### config.mk
export PLATFORM = sky130hd
export DESIGN_NAME = pon_burst_scheduler_flat
export DESIGN_NICKNAME = d
export VERILOG_FILES = /design/src/rtl/pon_pkg.sv /design/src/rtl/pon_burst_scheduler_if.sv /design/src/rtl/pon_burst_timer.sv /design/src/rtl/pon_burst_scheduler.sv /design/src/flat_wrapper.sv
export SDC_FILE = /design/constraint.sdc
export NUM_CORES = 1
export LEC_CHECK = 0
export CORE_MARGIN = 3
export CORE_UTILIZATION = 52
export CTS_BUF_LIST = sky130_fd_sc_hd__clkbuf_8
export DETAILED_ROUTE_END_ITERATION = 10
export PLACE_DENSITY = 0.74
export SYNTH_ARGS = -nofsm -noshare
export SYNTH_HDL_FRONTEND = slang
export SYNTH_HIERARCHICAL = 1
export SYNTH_SLANG_ARGS = --single-unit
### constraint.sdc
create_clock -name hb0_gtwiz_userclk_tx_usrclk2_int -period 5.7 [get_ports hb0_gtwiz_userclk_tx_usrclk2_int]
set_input_delay 1.14 -clock hb0_gtwiz_userclk_tx_usrclk2_int [delete_from_list [all_inputs] [get_ports hb0_gtwiz_userclk_tx_usrclk2_int]]
set_output_delay 1.14 -clock hb0_gtwiz_userclk_tx_usrclk2_int [all_outputs]
set_load 0.01 [all_outputs]
### src/rtl/pon_pkg.sv
`default_nettype none
// +------------------------------------------------------------------------+
// | Module : pon_pkg                                                       |
// | Brief  : Shared state encoding, word defaults and widths for PON TX.   |
// | Rev    : 1.0                                                           |
// +------------------------------------------------------------------------+
package pon_pkg;

  localparam int CNT_W  = 32;
  localparam int UCNT_W = 16;

  localparam logic [31:0] PREAMBLE_WORD_DEF = 32'hAAAA_AAAA;
  localparam logic [31:0] IDLE_WORD_DEF     = 32'h0000_0000;

  localparam logic [1:0] ST_IDLE     = 2'd0;
  localparam logic [1:0] ST_PREAMBLE = 2'd1;
  localparam logic [1:0] ST_PAYLOAD  = 2'd2;
  localparam logic [1:0] ST_GAP      = 2'd3;

  // Phase of a period position given preamble end p and payload end pb.
  function automatic logic [1:0] phase_at(input logic [CNT_W:0] pos,
                                          input logic [CNT_W:0] p,
                                          input logic [CNT_W:0] pb);
    if (pos < p)       return ST_PREAMBLE;
    else if (pos < pb) return ST_PAYLOAD;
    else               return ST_GAP;
  endfunction

endpackage
`default_nettype wire

### src/rtl/pon_burst_scheduler_if.sv
`default_nettype none
// +------------------------------------------------------------------------+
// | Module : pon_burst_scheduler_if                                        |
// | Brief  : Payload stream and GT TX bundle of the burst scheduler.       |
// | Rev    : 1.0                                                           |
// +------------------------------------------------------------------------+
interface pon_burst_scheduler_if #(
  parameter int DATA_W = 32
);
  logic [DATA_W-1:0] payload_tdata;
  logic              payload_tvalid;
  logic              payload_tready;
  logic [DATA_W-1:0] tx_data;
  logic              tx_valid;
  logic              laser_en;
  logic              burst_start;

  modport master (
    output payload_tdata, payload_tvalid,
    input  payload_tready, tx_data, tx_valid, laser_en, burst_start
  );

  modport slave (
    input  payload_tdata, payload_tvalid,
    output payload_tready, tx_data, tx_valid, laser_en, burst_start
  );
endinterface
`default_nettype wire

### src/rtl/pon_burst_timer.sv
`default_nettype none
// +------------------------------------------------------------------------+
// | Module : pon_burst_timer                                               |
// | Brief  : Period counter, config shadows, legality and phase decode.    |
// | Rev    : 1.0                                                           |
// +------------------------------------------------------------------------+
module pon_burst_timer
  import pon_pkg::*;
(
  input  wire logic             clk,
  input  wire logic             rst_n,
  input  wire logic             i_active,
  input  wire logic             i_en,
  input  wire logic [CNT_W-1:0] i_p,
  input  wire logic [CNT_W-1:0] i_b,
  input  wire logic [CNT_W-1:0] i_t,
  output logic                  o_period_start,
  output logic                  o_period_end,
  output logic                  o_cfg_illegal,
  output logic                  o_cfg_trunc,
  output logic                  o_first_slot,
  output logic [1:0]            o_first_phase,
  output logic [1:0]            o_next_phase
);

  logic [CNT_W-1:0] r_cnt;
  logic [CNT_W-1:0] r_ps;
  logic [CNT_W-1:0] r_bs;
  logic [CNT_W-1:0] r_ts;
  logic [CNT_W:0]   w_in_sum;
  logic [CNT_W:0]   w_sh_sum;
  logic [CNT_W:0]   w_cnt_nxt;

  // 33-bit sums so P+B never wraps past T.
  assign w_in_sum  = {1'b0, i_p} + {1'b0, i_b};
  assign w_sh_sum  = {1'b0, r_ps} + {1'b0, r_bs};
  assign w_cnt_nxt = {1'b0, r_cnt} + (CNT_W+1)'(1);

  assign o_period_end   = i_active && (r_cnt == (r_ts - CNT_W'(1)));
  assign o_period_start = i_en && (!i_active || o_period_end);
  assign o_cfg_illegal  = (i_t == '0) || (w_in_sum == '0);
  assign o_cfg_trunc    = w_in_sum > {1'b0, i_t};
  assign o_first_slot   = i_active && (r_cnt == '0);
  assign o_first_phase  = phase_at('0, {1'b0, i_p}, w_in_sum);
  assign o_next_phase   = phase_at(w_cnt_nxt, {1'b0, r_ps}, w_sh_sum);

  always_ff @(posedge clk or negedge rst_n) begin
    if (!rst_n) begin
      r_cnt <= '0;
      r_ps  <= '0;
      r_bs  <= '0;
      r_ts  <= '0;
    end else if (o_period_start) begin
      r_cnt <= '0;
      r_ps  <= i_p;
      r_bs  <= i_b;
      r_ts  <= i_t;
    end else if (o_period_end) begin
      r_cnt <= '0;
    end else if (i_active) begin
      r_cnt <= w_cnt_nxt[CNT_W-1:0];
    end
  end

endmodule
`default_nettype wire

### src/rtl/pon_burst_scheduler.sv
`default_nettype none
// +------------------------------------------------------------------------+
// | Module : pon_burst_scheduler                                           |
// | Brief  : Periodic burst-mode PON TX: preamble, payload, idle gap.      |
// | Rev    : 1.0                                                           |
// +------------------------------------------------------------------------+
module pon_burst_scheduler
  import pon_pkg::*;
#(
  parameter int                DATA_W        = 32,
  parameter logic [DATA_W-1:0] PREAMBLE_WORD = DATA_W'(PREAMBLE_WORD_DEF),
  parameter logic [DATA_W-1:0] IDLE_WORD     = DATA_W'(IDLE_WORD_DEF)
) (
  input  wire logic              hb0_gtwiz_userclk_tx_usrclk2_int,
  input  wire logic              hb0_gtwiz_reset_n,
  input  wire logic              b2bcontrol,
  input  wire logic [CNT_W-1:0]  preamble_length_vio_int,
  input  wire logic [CNT_W-1:0]  burst_length_vio_int,
  input  wire logic [CNT_W-1:0]  burst_period_vio_int,
  pon_burst_scheduler_if.slave   bus,
  output logic                   cfg_err,
  output logic [CNT_W-1:0]       burst_count,
  output logic [UCNT_W-1:0]      underrun_count
);

  logic              r_state;
  logic [1:0]        r_st;
  logic              w_active;
  logic              w_start;
  logic              w_end;
  logic              w_illegal;
  logic              w_trunc;
  logic              w_first_slot;
  logic [1:0]        w_first_phase;
  logic [1:0]        w_next_phase;
  logic              w_in_burst;
  logic [DATA_W-1:0] r_tx_data;
  logic              r_tx_valid;
  logic              r_burst_start;
  logic              r_cfg_err;
  logic [CNT_W-1:0]  r_burst_count;
  logic [UCNT_W-1:0] r_underrun;

  assign w_active   = (r_st != ST_IDLE);
  assign w_in_burst = (r_st == ST_PREAMBLE) || (r_st == ST_PAYLOAD);
  assign r_state    = w_active;

  pon_burst_timer u_timer (
    .clk            (hb0_gtwiz_userclk_tx_usrclk2_int),
    .rst_n          (hb0_gtwiz_reset_n),
    .i_active       (r_state),
    .i_en           (b2bcontrol),
    .i_p            (preamble_length_vio_int),
    .i_b            (burst_length_vio_int),
    .i_t            (burst_period_vio_int),
    .o_period_start (w_start),
    .o_period_end   (w_end),
    .o_cfg_illegal  (w_illegal),
    .o_cfg_trunc    (w_trunc),
    .o_first_slot   (w_first_slot),
    .o_first_phase  (w_first_phase),
    .o_next_phase   (w_next_phase)
  );

  // A period boundary with enable low falls through to IDLE.
  always_ff @(posedge hb0_gtwiz_userclk_tx_usrclk2_int or negedge hb0_gtwiz_reset_n) begin
    if (!hb0_gtwiz_reset_n) begin
      r_st <= ST_IDLE;
    end else if (w_start) begin
      r_st <= w_illegal ? ST_IDLE : w_first_phase;
    end else if (w_end) begin
      r_st <= ST_IDLE;
    end else if (w_active) begin
      r_st <= w_next_phase;
    end
  end

  always_ff @(posedge hb0_gtwiz_userclk_tx_usrclk2_int or negedge hb0_gtwiz_reset_n) begin
    if (!hb0_gtwiz_reset_n) begin
      r_tx_data     <= IDLE_WORD;
      r_tx_valid    <= 1'b0;
      r_burst_start <= 1'b0;
      r_cfg_err     <= 1'b0;
      r_burst_count <= '0;
      r_underrun    <= '0;
    end else begin
      r_tx_valid    <= w_in_burst;
      r_burst_start <= w_first_slot && w_in_burst;
      case (r_st)
        ST_PREAMBLE: r_tx_data <= PREAMBLE_WORD;
        ST_PAYLOAD:  r_tx_data <= bus.payload_tvalid ? bus.payload_tdata : IDLE_WORD;
        default:     r_tx_data <= IDLE_WORD;
      endcase
      // An underrun still consumes its payload slot.
      if ((r_st == ST_PAYLOAD) && !bus.payload_tvalid && (r_underrun != '1)) begin
        r_underrun <= r_underrun + UCNT_W'(1);
      end
      if (w_start && !w_illegal) begin
        r_burst_count <= r_burst_count + CNT_W'(1);
      end
      if (w_start && (w_illegal || w_trunc)) begin
        r_cfg_err <= 1'b1;
      end
    end
  end

  assign bus.payload_tready = (r_st == ST_PAYLOAD);
  assign bus.tx_data        = r_tx_data;
  assign bus.tx_valid       = r_tx_valid;
  assign bus.laser_en       = r_tx_valid;
  assign bus.burst_start    = r_burst_start;
  assign cfg_err            = r_cfg_err;
  assign burst_count        = r_burst_count;
  assign underrun_count     = r_underrun;

endmodule
`default_nettype wire

### src/flat_wrapper.sv
// flat-port wrapper written by rule: the top's interface ports become plain ports
module pon_burst_scheduler_flat import pon_pkg::*;
#(
  parameter int                DATA_W        = 32,
  parameter logic [DATA_W-1:0] PREAMBLE_WORD = DATA_W'(PREAMBLE_WORD_DEF),
  parameter logic [DATA_W-1:0] IDLE_WORD     = DATA_W'(IDLE_WORD_DEF)
)
  (hb0_gtwiz_userclk_tx_usrclk2_int, hb0_gtwiz_reset_n, b2bcontrol, preamble_length_vio_int, burst_length_vio_int, burst_period_vio_int, cfg_err, burst_count, underrun_count, bus_payload_tdata, bus_payload_tvalid, bus_payload_tready, bus_tx_data, bus_tx_valid, bus_laser_en, bus_burst_start);
  pon_burst_scheduler_if #(.DATA_W(DATA_W)) bus_i ();
  input  wire logic hb0_gtwiz_userclk_tx_usrclk2_int;
  input  wire logic hb0_gtwiz_reset_n;
  input  wire logic b2bcontrol;
  input  wire logic [CNT_W-1:0] preamble_length_vio_int;
  input  wire logic [CNT_W-1:0] burst_length_vio_int;
  input  wire logic [CNT_W-1:0] burst_period_vio_int;
  output logic cfg_err;
  output logic [CNT_W-1:0] burst_count;
  output logic [UCNT_W-1:0] underrun_count;
  input wire logic [$bits(bus_i.payload_tdata)-1:0] bus_payload_tdata;
  input wire logic [$bits(bus_i.payload_tvalid)-1:0] bus_payload_tvalid;
  output wire logic [$bits(bus_i.payload_tready)-1:0] bus_payload_tready;
  output wire logic [$bits(bus_i.tx_data)-1:0] bus_tx_data;
  output wire logic [$bits(bus_i.tx_valid)-1:0] bus_tx_valid;
  output wire logic [$bits(bus_i.laser_en)-1:0] bus_laser_en;
  output wire logic [$bits(bus_i.burst_start)-1:0] bus_burst_start;
  assign bus_i.payload_tdata = bus_payload_tdata;
  assign bus_i.payload_tvalid = bus_payload_tvalid;
  assign bus_payload_tready = bus_i.payload_tready;
  assign bus_tx_data = bus_i.tx_data;
  assign bus_tx_valid = bus_i.tx_valid;
  assign bus_laser_en = bus_i.laser_en;
  assign bus_burst_start = bus_i.burst_start;
  pon_burst_scheduler #(.DATA_W(DATA_W), .PREAMBLE_WORD(PREAMBLE_WORD), .IDLE_WORD(IDLE_WORD)) u_core (.hb0_gtwiz_userclk_tx_usrclk2_int(hb0_gtwiz_userclk_tx_usrclk2_int), .hb0_gtwiz_reset_n(hb0_gtwiz_reset_n), .b2bcontrol(b2bcontrol), .preamble_length_vio_int(preamble_length_vio_int), .burst_length_vio_int(burst_length_vio_int), .burst_period_vio_int(burst_period_vio_int), .bus(bus_i), .cfg_err(cfg_err), .burst_count(burst_count), .underrun_count(underrun_count));
endmodule
==> metrics.yaml, run 1 <==
outcome:
  outcome: "complete, no violations"
finish:
  fill_cells: 2564
  lay_top_count: "clkdlybuf4s50_1"
  final_cells: 2474
  layout_top_cells: "clkdlybuf4s50_1, dfrtp_1, ha_1"
  antenna_cells: 0
  layout-drive-gt1-share_pct: 12.8
  layout.nets: 2349
detailed_routing:
  vias: 15000
  postRouteWirelength_mm: 50.8
  ant_nets: 0
  drc: 0
  drt_pass1_iterations: 5
  routedWlPerCell_um: 20.5
  vias_per_cell: 6.05
  drt_iter0_markers: 1145
power_and_ir_drop:
  ir_worst_vdd_uv: 272
  power_density_mw_per_mm2: 456
  p_leak_nw: 9.47
clocking:
  htreeDepth: 2
  cts_tree: "done"
  clock_sinks: 213
  insertion_delay_ns: 0.57
  postCtsHoldBufs: 0
  numCtsBuffers: 39
  cts-root-buf: "clkbuf_8"
  cts_buffer_depth: 3
  clk_pin_slew_ns: 0.06
yosys:
  ys_ff: 213
  avgSynthCellArea_um2: 9.30
  synth_nets: 2086
  yosys_cells: 1785
  ys_seq_share_pct: 32.1
  ys_types: 77
  yosysWarnings: 6
  mappedNetlistArea_mm2: 0.0166
  async_flop_share_pct: 100
  syn_inst: 1785
  flop_cell: "dfrtp_1"
  yosys-stat-area_mm2: 0.0166
  synth-edff-count: 0
worst_setup_path:
  crit_path_start: "burst_length_vio_int[0]"
  r2r-end: "u_core/r_st[0]"
  cp_max_fo: 3
  rr_worst_depth: 19
  startpoint_type: "primary input"
  r2r-start: "u_core/u_timer/r_ps[1]"
  r2r_slack_ns: 0.47
  critPathKind: "primary input to flip-flop"
  cp.arrival_ns: 5.95
  endpoint_kind: "flip-flop"
  crit_required_ns: 6.14
  worstSetupEndpoint: "u_core/cfg_err"
job:
  warning_count: 31
  drv_cap: 0
die:
  die_area_mm2: 0.0341
  die_w_um: 185
  pin_count: 217
  die_y_um: 185
  num_rows: 64
placed_design:
  gp_congestion: 0.962
  dp_cells: 2403
  port_buffers: 216
  post_dp_cell_area_mm2: 0.0195
  dp_hpwl_mm: 40.1
timing:
  slew_viol_final: 0
  fmax_mhz: 181
  slew_headroom_pct: 23.3
  period_minus_slack_ns: 5.51
  rsz0062_at_grt: "no"
  fin_crit_sh_pct: 96.7
  finalHoldViolCount: 0
  finClkSkew_ns: 0.0260
  worstMarginPinSlew_ns: 1.15
  setup_viol: 0
hold_path:
  whs_endpoint: "u_core/burst_count[31]"
  holdPathStages: 1
  min_from: "u_core/burst_count[31]"
  hold_class: "flip-flop to flip-flop"
grt:
  grt_pass1_wl_mm: 79.4
  grt-ovfl-total: 0
  grt_usage_pct: 29.1
  antenna_found_initial: 0
  grt_max_degree: 111
  grt_pass1_vias: 14700
## run 1: cells by family (layout without fill, tap and decap cells)
group,count (synthesis),count (layout),share of synthesized area [%]
flops,213,213,32.1
mux,120,120,8.60
fa+ha+maj,169,169,12.8
buf+inv,187,480,4.55
compound gates,372,372,14.7
xor+xnor,155,155,8.17
simple gates,569,569,19.1
## run 1: per-stage QoR
stage	util (%)	hold WS, ns	TNS (ns)	setup WS [ns]	power, mW
floorplan	-	0.484	0	0.512	6.14
global placement	62.9	0.460	-2.63	-0.269	7.43
detailed placement	62.9	0.477	-4.12	-0.307	7.62
CTS	65.6	0.489	0	0.240	9.24
global route	65.7	0.503	0	0.0147	10.0
finish	65.7	0.484	0	0.189	9.30
## run 1: state kept, by name, summed over array words and instances (netlist names)
register,cells
u_core/burst_count,32
u_core/bus.tx_data,32
u_core/u_timer/r_bs,32
u_core/u_timer/r_cnt,32
u_core/u_timer/r_ps,32
u_core/u_timer/r_ts,32
u_core/underrun_count,16
u_core/r_st,2
u_core/bus.burst_start,1
u_core/bus.laser_en,1
u_core/cfg_err,1
## run 1: worst max-delay path, stage by stage
cell             delay (ns)
clkdlybuf4s50_1        0.44
ha_1                   0.23
fa_1                   0.40
a211oi_1               0.32
buf_4                  0.18
o21ai_0                0.18
nand3_1                0.15
a21oi_1                0.09
or3_1                  0.34
and2_1                 0.18
ha_1                   0.29
a21o_1                 0.16
a21o_1                 0.17
a21o_1                 0.17
a21o_1                 0.17
a21o_1                 0.18
a21o_1                 0.18
a221o_1                0.34
a221oi_1               0.27
o211ai_1               0.13
o21ai_0                0.15
nand2b_1               0.07
## run 1: layout make-up
type	count	area [um^2]	share of cell area [%]
clock buffer	51	702	3.44
clock inverter	20	153	0.748
inverter	121	454	2.23
multi-input combinational	1385	10500	51.6
sequential	213	5330	26.1
tap	396	495	2.43
timing repair buffer	288	2730	13.4
## run 1: cell usage after synthesis (19+ instances only)
cell      number  area (um^2)
dfrtp_1      213         5330
ha_1         167         2090
inv_1        121          454
nand2_1      108          405
xnor2_1       93          815
nor2_1        85          319
a21oi_1       84          420
o21ai_0       81          405
mux2_2        74          833
nand3_1       69          345
xor2_1        62          543
a21o_1        59          443
nand4_1       53          332
nor4_1        51          319
clkbuf_1      48          180
nor3_1        37          185
mux2_4        27          405
a31oi_1       25          156
and2_1        25          156
nor2b_1       22          138
and3_1        21          131
mux2i_1       19          190
or3_1         19          119
## run 1: layer usage
| layer | global-route usage, % | wire [um] | up-vias |
|---|---|---|---|
| met1 | 39.6 | 22000 | 7255 |
| li1 | - | - | 7080 |
| met4 | 10.1 | 1880 | 0 |
| met5 | 0 | 0 | - |
| met2 | 48.1 | 23900 | 541 |
| met3 | 3.61 | 3080 | 103 |
## run 1: timing repair
item,CTS,global route
gates resized,0,2
setup buffers,0,0
setup endpoints to repair,0,9
## run 1: power breakdown
part | internal, mW | leakage (nW) | switching [mW] | total, mW
logic | 2.42 | 6.33 | 2.70 | 5.12
clock network | 0.864 | 0.463 | 0.711 | 1.57
registers | 1.98 | 2.67 | 0.619 | 2.60
total | 5.27 | 9.47 | 4.03 | 9.30
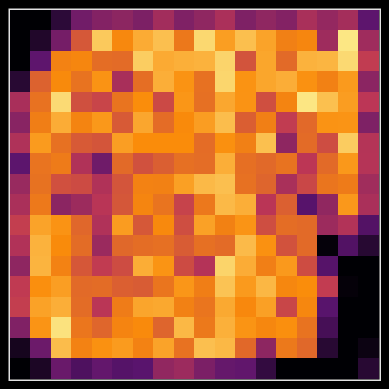
*Cell density map, run 1*
(2 px per um) 18 x 18 tiles, from black (low) to pale yellow (high), 0 to 100% covered.
emptiest ninth of the die: lower right
fullest tile: 95%
tiles over 75% full: 29%
nearly empty tiles: 5.9%
mean over tiles: 58%
post-layout util: 65.7%
core area: 0.0311 mm^2
Initial Util: 53.5%

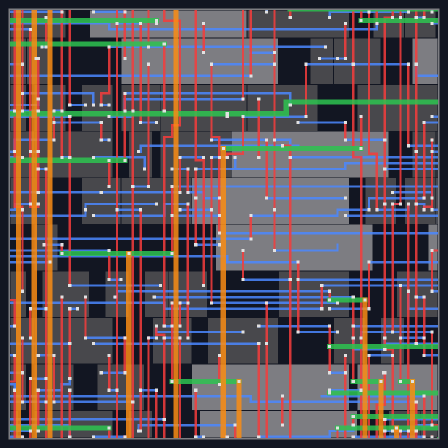
*Layout detail, run 1*
Window x 80 to 105, y 80 to 105 um. Cells in gray, sequential cells in the stronger gray; small squares are vias.
legend:
  green:
    layer: met3
  blue:
    layer: met1
  red:
    layer: met2
  orange:
    layer: met4
netlist names of flops here include: `u_core/u_timer/r_ts` (6)
cells with their middle in the window: 50
sequential cells in the window: 8
most frequent: dfrtp_1 (8), inv_1 (7), mux2_2 (5)

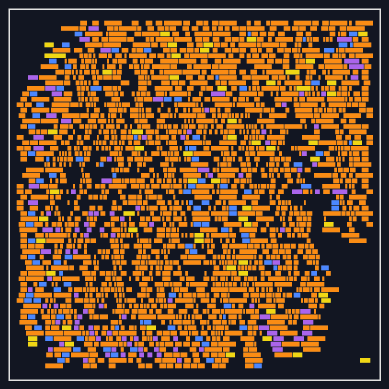
*Cells by drive strength, run 1*
(2 px per um)
legend:
  orange:
    size: drive 1 or less
    cells: 1813
    share: 87%
  purple:
    size: drive 3 to 4
    cells: 107
    share: 5.1%
  yellow:
    size: drive 6 and up
    cells: 58
    share: 2.8%
  blue:
    size: drive 2
    cells: 100
    share: 4.8%
final instance area: 0.0204 mm^2
Area growth syn-to-layout: 22.9%

### The metal 2 layer, run 1

(2 px per um)
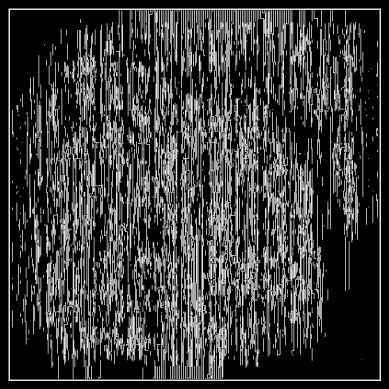

==> run 1 -> run 2 <==
MAX_ROUTING_LAYER = met4   (was unset)
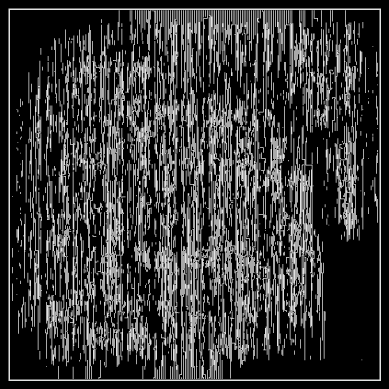
*The metal 2 layer, run 2*
(2 px per um)
nets with wire on the layer: 2047
share of all routed wire: 46%
wire length on this layer: 23.4 mm
longest straight run: 85.3 um
main direction: vertical
Vias: 15.0k
met2 Track Usage GR: 46.7%
Post-Route WL: 50.8 mm

==> run 2 against run 1 <==
  * Critical path depth decreased by 1
  * Die area stayed put
  * Highest routed layer unchanged
  * Clock-buffer cell count grew 1
  * Synthesized cell count did not move
  * Via count grew 0.21%
  * Sequential share of layout area barely moved
  * Design area is essentially flat
==> metrics.yaml, run 2 <==
detailed_routing:
  drt_iter0_markers: 1057  # -7.7%
  routedWlPerCell_um: 20.5  # -0.13%
  drt_pass1_iterations: 6  # +1
  ant_nets: 0  # unchanged
  vias_per_cell: 6.06  # about the same
  drc: 0  # unchanged
timing:
  period_minus_slack_ns: 5.45  # -0.0597 ns
  setup_viol: 0  # unchanged
  slew_viol_final: 0  # unchanged
  tns_ns: 0  # unchanged
  fmax_mhz: 183  # +1.1%
  worstMarginPinSlew_ns: 1.08  # -0.0694 ns
  rsz0062_at_grt: "no"
  fin_crit_sh_pct: 95.6  # -1.0 points
  holdWs_ns: 0.483  # -0.00106 ns
  worst_slack_ns: 0.248  # +0.0597 ns
  finalHoldViolCount: 0  # unchanged
  slew_headroom_pct: 27.9  # +4.6 points
  finClkSkew_ns: 0.0193  # -0.00672 ns
power_and_ir_drop:
  p_int_mw: 5.25  # -0.42%
  p_clk_share_pct: 16.4  # -0.5 points
  power_density_mw_per_mm2: 454  # -0.33%
  ir_worst_vdd_uv: 295  # +8.5%
  swShare_pct: 43.4  # about the same
  switchingPower_mw: 4.02  # -0.32%
  p_seq_share_pct: 28.0  # about the same
  total_power_mw: 9.27  # -0.38%
  p_leak_nw: 9.48  # +0.16%
  combPwrFrac_pct: 55.5  # +0.4 points
yosys:
  top_area_share_pct: 32.1  # unchanged
  async_flop_share_pct: 100  # unchanged
  ys_top_cells_by_count: "dfrtp_1, ha_1, inv_1"
  ys_types: 77  # unchanged
  yosys_cells: 1785  # unchanged
  flop_cell: "dfrtp_1"
  yosysTopAreaCell: "dfrtp_1"
  mappedNetlistArea_mm2: 0.0166  # unchanged
  yosysWarnings: 6  # unchanged
  ys_seq_share_pct: 32.1  # unchanged
  ys_ff: 213  # unchanged
  yosys-stat-area_mm2: 0.0166  # unchanged
  synth-edff-count: 0  # unchanged
  synth_nets: 2086  # unchanged
  synth.area.top_cells: "dfrtp_1, ha_1, mux2_2, xnor2_1, xor2_1"
  most_common_cell: "dfrtp_1"
  avgSynthCellArea_um2: 9.30  # unchanged
  syn_inst: 1785  # unchanged
finish:
  layout_top_cells: "clkdlybuf4s50_1, dfrtp_1, ha_1"
  final_cells: 2477  # +0.12%
  fin_util_pct: 65.6  # about the same
  area_delta_synth_final_pct: 22.8  # about the same
  layout-drive-gt1-share_pct: 12.7  # -0.060 points
  lay_top_count: "clkdlybuf4s50_1"
  layout.nets: 2350  # +0.043%
  fill_cells: 2519  # -1.8%
die:
  die_w_um: 185  # unchanged
  die_area_mm2: 0.0341  # unchanged
  pin_count: 217  # unchanged
  core-area_mm2: 0.0311  # unchanged
  die_y_um: 185  # unchanged
  fp-utilization_pct: 53.5  # unchanged
  num_rows: 64  # unchanged
clocking:
  postCtsHoldBufs: 0  # unchanged
  insertion_delay_ns: 0.56  # about the same
  cts_tree: "done"
  numCtsBuffers: 39  # unchanged
  clk_pin_slew_ns: 0.06  # about the same
  htreeDepth: 2  # unchanged
  cts-root-buf: "clkbuf_8"
  post_cts_resized: 0  # unchanged
  cts_setup_buffers: 0  # unchanged
  cts_buffer_depth: 3  # unchanged
  clock_sinks: 213  # unchanged
worst_setup_path:
  r2r_slack_ns: 0.42  # -0.05 ns
  rr_worst_depth: 19  # unchanged
  critPathSlowestCell: "clkdlybuf4s50_1"
  cp_max_fo: 3  # unchanged
  r2r-end: "u_core/r_st[0]"
  startpoint_type: "primary input"
  slowest_delay_ns: 0.56  # +0.12 ns
  critPathKind: "primary input to flip-flop"
  cp.arrival_ns: 5.89  # -0.06 ns
  r2r-start: "u_core/u_timer/r_ps[1]"
  path_cells: "clkdlybuf4s50_1 > ha_1 > a211oi_1 > o21ai_0 > a21oi_1 > o31a_1 > o21ai_0 > xnor2_1 > inv_1 > ha_1 > a21o_1 > a21o_1 > a21o_1 > a21o_1 > a21o_1 > a21o_1 > a221o_1 > a221oi_1 > o211ai_1 > o21ai_0 > nand2b_1"
  endpoint_kind: "flip-flop"
  crit_required_ns: 6.14  # about the same
  crit_top_cell: "a21o_1"
grt:
  grt-ovfl-total: 0  # unchanged
  antenna_found_initial: 1  # +1
  grt_pass1_vias: 14600  # -0.55%
  grt_max_degree: 132  # +19%
  grt_pass1_wl_mm: 78.6  # -0.94%
  grt_usage_pct: 29.8  # +0.67 points
job:
  drv_cap: 0  # unchanged
  warning_count: 31  # unchanged
placed_design:
  dp_cells: 2404  # +0.042%
  gp_congestion: 0.986  # +2.5%
  dp_hpwl_mm: 39.9  # -0.64%
  preCtsSetupSlack_ns: -0.335  # -0.0274 ns
  post_dp_cell_area_mm2: 0.0195  # about the same
  port_buffers: 216  # unchanged
hold_path:
  whs_endpoint: "u_core/cfg_err"
  hold_class: "flip-flop to flip-flop"
  holdPathStages: 1  # unchanged
  min_from: "u_core/cfg_err"
outcome:
  outcome: "complete, no violations"
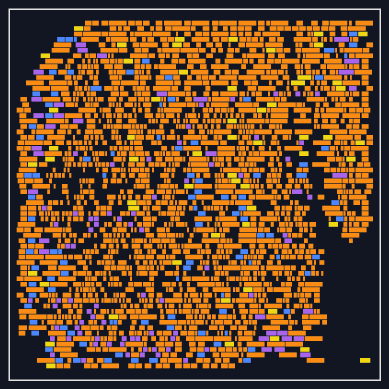
*Cells by drive strength, run 2*
(2 px per um)
legend:
  blue:
    size: drive 2
    cells: 100
    share: 4.8%
  purple:
    size: drive 3 to 4
    cells: 106
    share: 5.1%
  orange:
    size: drive 1 or less
    cells: 1816
    share: 87%
  yellow:
    size: drive 6 and up
    cells: 58
    share: 2.8%
count of plain and timing-repair buffers: 289
final instance area: 0.0204 mm^2

==> run 2: cell counts after synthesis <==
No cell type changed its count.
==> run 2: power by group through the flow <==
| stage | Combinational [mW] | Sequential, mW | Clock, mW |
|---|---|---|---|
| finish | 5.15 | 2.60 | 1.52 |
| global route | 5.69 | 2.65 | 1.63 |
| CTS | 5.06 | 2.57 | 1.56 |
| detailed placement | 5.02 | 2.60 | 0 |
| global placement | 4.84 | 2.57 | 0 |
| floorplan | 3.80 | 2.33 | 0 |
==> run 2: worst max-delay path: cells and delay by family <==
kind | cells | cell delay, ns
AND-OR/OR-AND | 15 | 3.29
XOR/XNOR | 1 | 0.27
adder cells (fa/ha/maj) | 2 | 0.46
buffers and inverters | 2 | 0.64
AND/OR/NAND/NOR | 1 | 0.08
==> run 2: kinds of logic after synthesis <==
group / Yosys count / share of synthesized area (%)
flops: 213 / 32.1
fa+ha+maj: 169 / 12.8
simple gates: 569 / 19.1
xor+xnor: 155 / 8.17
buf+inv: 187 / 4.55
mux: 120 / 8.60
compound gates: 372 / 14.7
==> run 2: worst max-delay path by stage <==
stage	start	endpoint	cells past startpoint
after floorplan	preamble_length_vio_int[0]	u_core/cfg_err	20
after global placement	burst_length_vio_int[0]	u_core/cfg_err	22
after detailed placement	burst_length_vio_int[0]	u_core/cfg_err	22
after CTS	burst_length_vio_int[0]	u_core/cfg_err	22
after global routing	preamble_length_vio_int[1]	u_core/cfg_err	21
final	burst_length_vio_int[1]	u_core/cfg_err	21
==> run 2: routing by layer <==
metal / part of all wire [%] / track usage (%) / vias to the layer above
li1: - / - / 7085
met1: 43 / 39.2 / 7199
met2: 46 / 46.7 / 594
met3: 6.1 / 3.91 / 133
met4: 4.6 / 12.1 / 0
met5: 0 / - / -
==> run 2: area by class of cell <==
class	count	area (um^2)	area share, %
tap	396	495	2.43
clock buffer	52	716	3.51
sequential	213	5330	26.1
timing repair buffer	289	2740	13.4
antenna	1	2.50	0.0123
clock inverter	20	113	0.552
multi-input combinational	1385	10500	51.7
inverter	121	454	2.23
### Cell density map, run 2

(2 px per um) 18 x 18 tiles, from black (low) to pale yellow (high), 0 to 100% covered.
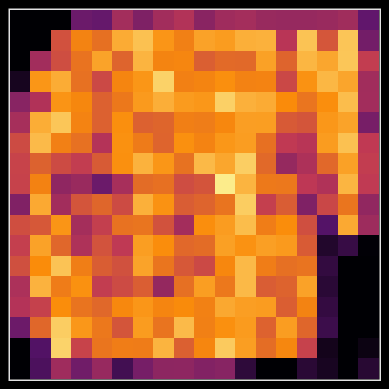

==> run 2 -> run 3 <==
SLEW_MARGIN = 20   (was unset)
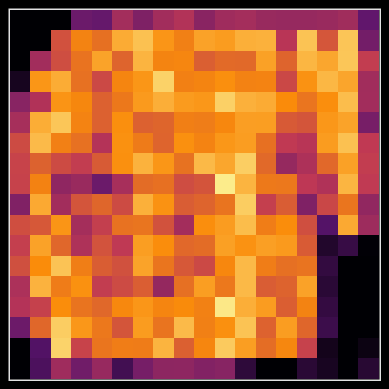
*Cell density map, run 3*
(2 px per um) 18 x 18 tiles, from black (low) to pale yellow (high), 0 to 100% covered.
nearly empty tiles: 6.5%
emptiest ninth of the die: lower right
tiles over 75% full: 31%
fullest tile: 96%
mean over tiles: 58%
post-layout util: 65.7%

==> run 3 against run 2 <==
  * Combinational power about the same
  * Critical path depth unchanged
  * Sequential share of layout area about the same
  * Critical path type unchanged
  * Critical endpoint unchanged
==> metrics.yaml, run 3 <==
yosys:
  xor_share_pct: 8.17  # unchanged
  syn_inst: 1785  # unchanged
  ys_sh_mux_pct: 8.60  # unchanged
  simple_gate_area_share_pct: 19.1  # unchanged
  ys_sh_aoi_pct: 14.7  # unchanged
  ys_types: 77  # unchanged
  async_flop_share_pct: 100  # unchanged
  synthAdderAreaFrac_pct: 12.8  # unchanged
  logic_family: "simple AND/OR/NAND/NOR gates"
  ys_top_cells_by_count: "dfrtp_1, ha_1, inv_1"
  synth.area.top_cells: "dfrtp_1, ha_1, mux2_2, xnor2_1, xor2_1"
  avgSynthCellArea_um2: 9.30  # unchanged
  yosysTopAreaCell: "dfrtp_1"
  synth-edff-count: 0  # unchanged
  most_common_cell: "dfrtp_1"
  flop_cell: "dfrtp_1"
  yosys_cells: 1785  # unchanged
  mappedNetlistArea_mm2: 0.0166  # unchanged
  yosysWarnings: 6  # unchanged
  top_area_share_pct: 32.1  # unchanged
  ys_ff: 213  # unchanged
  yosys-stat-area_mm2: 0.0166  # unchanged
  ys_seq_share_pct: 32.1  # unchanged
  synth_nets: 2086  # unchanged
placed_design:
  port_buffers: 216  # unchanged
  dp_hpwl_mm: 39.9  # unchanged
  gp_congestion: 0.986  # unchanged
worst_setup_path:
  worstSetupEndpoint: "u_core/cfg_err"
  crit_required_ns: 6.14  # about the same
  endpoint_kind: "flip-flop"
  cp_max_fo: 4  # +1
  rr_worst_depth: 19  # unchanged
  critPathKind: "primary input to flip-flop"
  startpoint_type: "primary input"
  crit_path_start: "preamble_length_vio_int[1]"
  r2r-end: "u_core/r_st[0]"
  cp.arrival_ns: 5.88  # about the same
  r2r-start: "u_core/u_timer/r_ps[1]"
  r2r_slack_ns: 0.37  # -0.05 ns
die:
  die_area_mm2: 0.0341  # unchanged
  die_y_um: 185  # unchanged
  core-area_mm2: 0.0311  # unchanged
  num_rows: 64  # unchanged
  pin_count: 217  # unchanged
  die_w_um: 185  # unchanged
  fp-utilization_pct: 53.5  # unchanged
detailed_routing:
  drt_pass1_iterations: 6  # unchanged
  routedWlPerCell_um: 20.5  # about the same
  vias_per_cell: 6.04  # -0.29%
  postRouteWirelength_mm: 50.8  # about the same
  drc: 0  # unchanged
  drt_iter0_markers: 1065  # +0.76%
  ant_nets: 0  # unchanged
  vias: 15000  # -0.25%
power_and_ir_drop:
  total_power_mw: 9.27  # about the same
  ir_worst_vdd_uv: 297  # +0.86%
  p_leak_nw: 9.49  # +0.13%
  power_density_mw_per_mm2: 454  # about the same
finish:
  layout_top_cells: "clkdlybuf4s50_1, dfrtp_1, ha_1"
  layout-drive-gt1-share_pct: 12.7  # +0.042 points
  layout.nets: 2351  # +0.043%
  fill_cells: 2513  # -0.24%
  lay_top_count: "clkdlybuf4s50_1"
clocking:
  clock_sinks: 213  # unchanged
  htreeDepth: 2  # unchanged
  cts_buffer_depth: 3  # unchanged
  cts-root-buf: "clkbuf_8"
  cts_tree: "done"
  numCtsBuffers: 39  # unchanged
  clk_pin_slew_ns: 0.06  # about the same
  cts_setup_buffers: 0  # unchanged
  insertion_delay_ns: 0.56  # about the same
timing:
  rsz0062_at_grt: "no"
  fin_crit_sh_pct: 95.5  # -0.098 points
  finClkSkew_ns: 0.0196  # +0.000363 ns
  holdWs_ns: 0.482  # -0.00113 ns
  fmax_mhz: 184  # +0.10%
  worstMarginPinSlew_ns: 1.01  # -0.0758 ns
  period_minus_slack_ns: 5.45  # -0.00556 ns
  finalHoldViolCount: 0  # unchanged
  slew_headroom_pct: 33.0  # +5.1 points
  setup_viol: 0  # unchanged
  slew_viol_final: 0  # unchanged
grt:
  grt_usage_pct: 29.8  # unchanged
  grt_pass1_wl_mm: 78.6  # unchanged
  antenna_found_initial: 1  # unchanged
  grt_max_degree: 132  # unchanged
  grt_pass1_vias: 14600  # unchanged
  grt-ovfl-total: 0  # unchanged
job:
  drv_cap: 0  # unchanged
  warning_count: 30  # -3.2%
hold_path:
  hold_class: "flip-flop to flip-flop"
outcome:
  outcome: "complete, no violations"
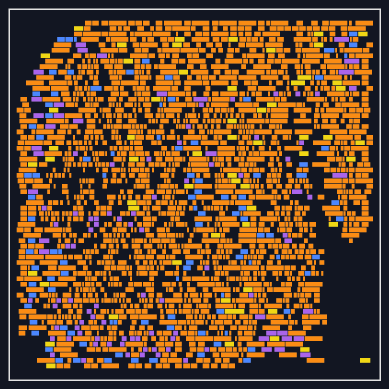
*Cells by drive strength, run 3*
(2 px per um)
legend:
  yellow:
    size: drive 6 and up
    cells: 59
    share: 2.8%
  purple:
    size: drive 3 to 4
    cells: 106
    share: 5.1%
  orange:
    size: drive 1 or less
    cells: 1816
    share: 87%
  blue:
    size: drive 2
    cells: 100
    share: 4.8%
Area growth syn-to-layout: 23.0%
final instance area: 0.0204 mm^2
worst setup margin: 0.254 ns
count of plain and timing-repair buffers: 290

## run 3: cell counts after synthesis
No cell type changed its count.
## run 3: routing by layer
metal | part of all wire (%) | vias to the layer above | global-route usage, %
li1 | - | 7088 | -
met5 | 0 | - | -
met3 | 5.9 | 110 | 3.91
met1 | 44 | 7215 | 39.2
met4 | 4.3 | 0 | 12.1
met2 | 46 | 561 | 46.7
## run 3: how the worst min path moves through the flow
stage	startpoint	end	slack, ns	depth (start not counted)
floorplan	u_core/u_timer/r_bs[0]	u_core/u_timer/r_bs[0]	0.48	1
global placement	u_core/cfg_err	u_core/cfg_err	0.46	1
detailed placement	u_core/cfg_err	u_core/cfg_err	0.47	1
CTS	u_core/cfg_err	u_core/cfg_err	0.49	1
global route	hb0_gtwiz_reset_n	u_core/u_timer/r_ts[2]	0.50	1
finish	u_core/cfg_err	u_core/cfg_err	0.48	1
## run 3: critical path, stage by stage
cell and delay, ns:
clkdlybuf4s50_1 0.49, ha_1 0.35, a211oi_1 0.40, o21ai_0 0.24, a21oi_1 0.31, o31a_1 0.22, o21ai_0 0.11, xnor2_1 0.27
inv_1 0.08, ha_1 0.18, a21o_1 0.18, a21o_1 0.17, a21o_1 0.18, a21o_1 0.18, a21o_1 0.17, a21o_1 0.17
a221o_1 0.34, a221oi_1 0.29, o211ai_1 0.14, o21ai_0 0.18, nand2b_1 0.08
## run 3: layout make-up
| cell class | count | area (um^2) | share of cell area, % |
|---|---|---|---|
| multi-input cells | 1385 | 10500 | 51.6 |
| flip-flops and latches | 213 | 5330 | 26.1 |
| repair buffers | 290 | 2770 | 13.6 |
| clock buffers | 52 | 716 | 3.50 |
| well taps | 396 | 495 | 2.43 |
| inverters | 121 | 454 | 2.22 |
| clock inverters | 20 | 113 | 0.551 |
| diodes | 1 | 2.50 | 0.0123 |
## run 3: cells by family after synthesis
group / count (synthesis)
compound gates: 372
xor+xnor: 155
fa+ha+maj: 169
buf+inv: 187
flops: 213
mux: 120
simple gates: 569
## run 3: timing repair
item	CTS	global route
hold buffers	0	0
endpoints found under the setup margin	0	2
resized	0	4
## run 3: where the power goes
group          switching (mW)  leakage, nW  total, mW  internal [mW]
clock                   0.691        0.472       1.52          0.830
sequential              0.609         2.67       2.59           1.99
combinational            2.72         6.35       5.16           2.43
## run 3: per-stage QoR
stage | setup WS [ns] | std cells | area [um^2] | TNS (ns) | utilization [%]
detailed placement | -0.335 | 2404 | 19500 | -3.51 | 62.9
finish | 0.254 | 2478 | 20400 | 0 | 65.7
CTS | 0.214 | 2476 | 20400 | 0 | 65.6
floorplan | 0.512 | 1785 | 16600 | 0 | -
global route | 0.00247 | 2478 | 20400 | 0 | 65.7
global placement | -0.254 | 2404 | 19500 | -2.52 | 62.9
No activity file was given, so power comes from the tool's default toggle rates.
